==> run_1/floorplan.png <==
Scale: 2 px per um. Pins as bars on the die edge.
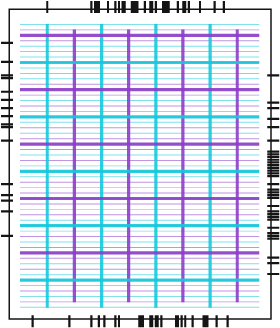
==> run_1/congestion_map.png <==
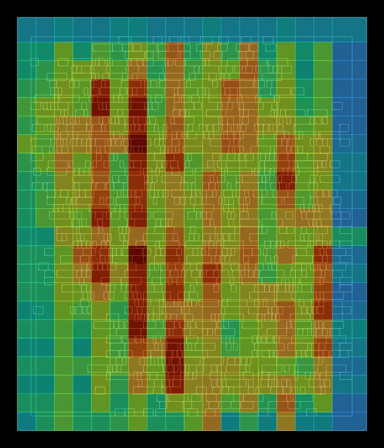
==> run_1/class_map.png <==
Scale: 3 px per um. Fill, decap, tap and diode cells in gray.
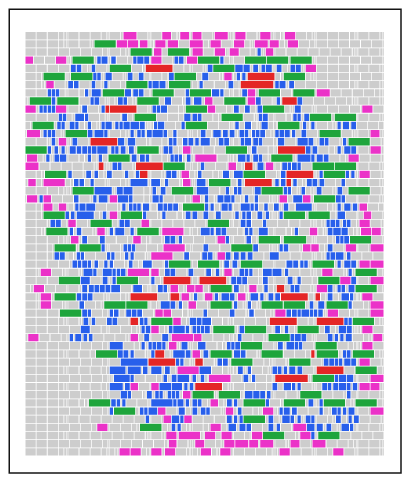
==> run_1/closeup.png <==
Window x 88 to 108, y 106 to 126 um. Cells in gray, sequential cells in the stronger gray; small squares are vias.
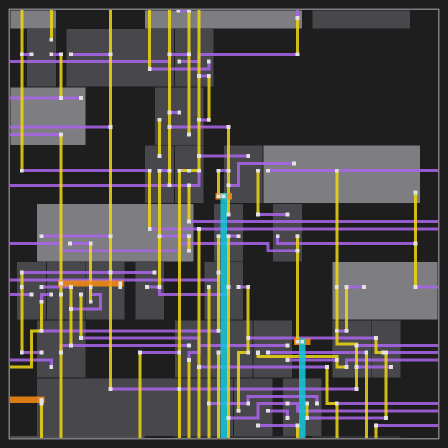
Design fetch_unit_flat, sky130hd; sources not shown.
==> flow_summary.yaml, run 1 <==
# yosys + openroad results
power:
  p_clk_mw: 2.72
  power_switching_mw: 5.57
  p_seq_mw: 3.03
grt:
  grt_overflow: 0
  grt_pass1_vias: 5889
  grt_pass1_wl_um: 30500
  grt_max_degree: 65
  gr-usage-all-layers_pct: 19.0
yosys:
  syn_inst: 853
  top_cell: "nand2_1"
  ys_area_um2: 6060
  avgSynthCellArea_um2: 7.10
  area_leaders: "dfxtp_1 39%, nand2_1 12%, o21ai_0 9.3%, a21oi_1 7.4%, inv_1 4.6%"
  synth-xor-area-share_pct: 1.96
  synth_nets: 898
  synthAoiAreaFrac_pct: 27.5
  flop_cell: "dfxtp_1"
  ys_warn_count: 0
  top_area_cell: "dfxtp_1"
sta:
  maxSlewViolCount: 0
  hold_violations: 0
  rsz0062_at_grt: "false"
  whs_ps: 390
  fin_crit_ps: 2060
routing:
  top_layer_used: "met4"
  dr_wl_met2_um: 9220
  num_vias: 6108
  drc_errors: 0
  first_pass_iters: 5
final_layout:
  nNonClkBuffers: 164
  comb_share_pct: 38.1
clock_tree:
  cts_tree: "built"
  clock_latency_ps: 430
  ctsHoldBuffers: 0
  cts_setup_buffers: 0
  cts-resized-gates: 13
placed_design:
  pre_cts_ws_ps: -26.6
  dpl_cell_area_um2: 7640
  place_congestion: 0.826
worst_setup_path:
  cp-start-kind: "flip-flop"
  cp_data_required_time_ps: 1710
  critPathMaxStageDelay_ps: 820
  arrival_ps: 1570
  critPathKind: "flip-flop to primary output"
floorplan:
  taps: 216
run_status:
  status: "complete, no violations"
About floorplan.png:
legend:
  cyan:
    net: VSS
  purple:
    net: VDD
signal pins: 103
met5 straps: 10
met4 straps: 8
Max VDD drop: 723 uV
Vert. Die Dim: 154 um
CORE AREA: 16,900 um2
Die Span X: 130 um

About congestion_map.png:
GRT met2 Usage: 31.4%
Finished Core Util: 48.9%

About class_map.png:
legend:
  blue:
    class: remaining logic cells
    cells: 681
    share_of_their_area: 43%
  green:
    class: registers
    cells: 117
    share_of_their_area: 29%
  red:
    class: clock drivers and dummy loads
    cells: 32
    share_of_their_area: 7.2%
  magenta:
    class: remaining buffers and delay cells
    cells: 164
    share_of_their_area: 20%
final instance area: 8270 um2
sequential cell area share: 28.3%
row count: 52

About closeup.png:
legend:
  orange:
    layer: M3
  yellow:
    layer: M2
  cyan:
    layer: M4
  purple:
    layer: M1
sequential cells in the window: 3
most frequent: nand2_1 (6), a21oi_1 (4), o21ai_0 (4)
cells with their middle in the window: 25

==> run 2: changes to the inputs <==
--- a/config.mk
+++ b/config.mk
@@ -12,7 +12,6 @@
 export CORE_UTILIZATION = 35
 export DETAILED_ROUTE_END_ITERATION = 12
 export HOLD_SLACK_MARGIN = 0.12
-export PLACE_DENSITY_LB_ADDON = 0.15
 export SETUP_SLACK_MARGIN = 0.1
 export SLEW_MARGIN = 10
 export SYNTH_ARGS = -nofsm -noshare
==> run_2/clock_wires.png <==
Scale: 4 px per um.
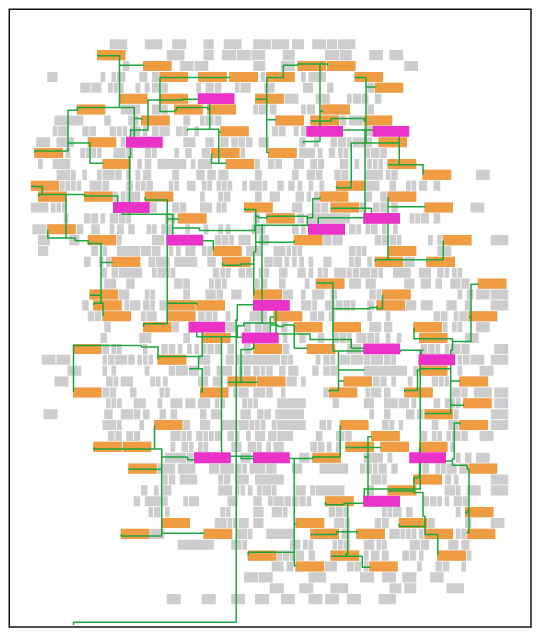
legend:
  green:
    item: clock wires
    length: 1,720 um
  orange:
    item: flip-flops
    count: 117
  magenta:
    item: clock-net drivers
    count: 17
routed clock nets: 18
clock power share: 23.0%
clk pwr: 2.85 mW
worst-skew pair later-pin latency: 420 ps

==> run_2/congestion_map.png <==
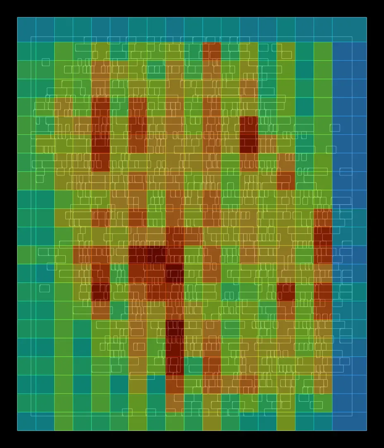
most crowded layer after global routing: met2
GR Layer Usage met3: 4.16%
All-Layer GR Usage: 18.6%

==> run_2/floorplan.png <==
Scale: 2 px per um. Pins as bars on the die edge.
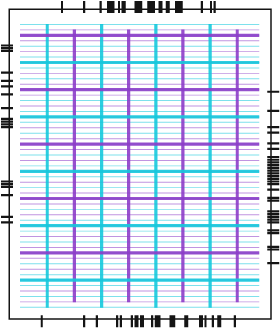
legend:
  purple:
    net: VDD
  cyan:
    net: VSS
signal pins: 103
met1 rails: 53
Max VDD drop: 626 uV

==> run 2 against run 1 <==
Setup slack lost 3.0 ps; core utilization hardly changed; cell count shrank 0.25%; largest cell class unchanged.
==> flow_summary.yaml, run 2 <==
# yosys + openroad results
run_status:
  status: "complete, no violations"
yosys:
  synthAoiAreaFrac_pct: 27.5
  avgSynthCellArea_um2: 7.10
  top_cell: "nand2_1"
  synth-xor-area-share_pct: 1.96
  syn_inst: 853
  synth_nets: 898
  ys_area_um2: 6060
  flop_cell: "dfxtp_1"
  area_leaders: "dfxtp_1 39%, nand2_1 12%, o21ai_0 9.3%, a21oi_1 7.4%, inv_1 4.6%"
  top_area_cell: "dfxtp_1"
  ys_warn_count: 0
grt:
  grtUsageMet2_pct: 31.7
  grt_overflow: 0
  grt_max_degree: 101
  grt_pass1_vias: 5893
  grt_pass1_wl_um: 29800
final_layout:
  seq_share_pct: 28.3
  nNonClkBuffers: 161
  final_util_pct: 48.9
  n_all_inverters: 84
  design_area_um2: 8270
routing:
  dr_wl_met2_um: 9140
  top_layer_used: "met4"
  drc_errors: 0
  num_vias: 6098
  met3WireLength_um: 818
sta:
  whs_ps: 392
  hold_violations: 0
  maxSlewViolCount: 0
  rsz0062_at_grt: "true"
  fin_crit_ps: 2070
floorplan:
  die_h_um: 154
  die_x_um: 130
  rows: 52
  taps: 216
  core_um2: 16900
worst_setup_path:
  critPathKind: "flip-flop to primary output"
  arrival_ps: 1580
  critPathMaxStageDelay_ps: 810
  cp-start-kind: "flip-flop"
  cp_data_required_time_ps: 1710
worst_hold_path:
  hold_depth: 2
clock_tree:
  cts_setup_buffers: 0
  cts_tree: "built"
  cts-resized-gates: 11
placed_design:
  pre_cts_ws_ps: -48.9
  dpl_cell_area_um2: 7580
  place_congestion: 0.878
power:
  power_switching_mw: 5.51
Power is estimated from default activity; no workload was simulated.
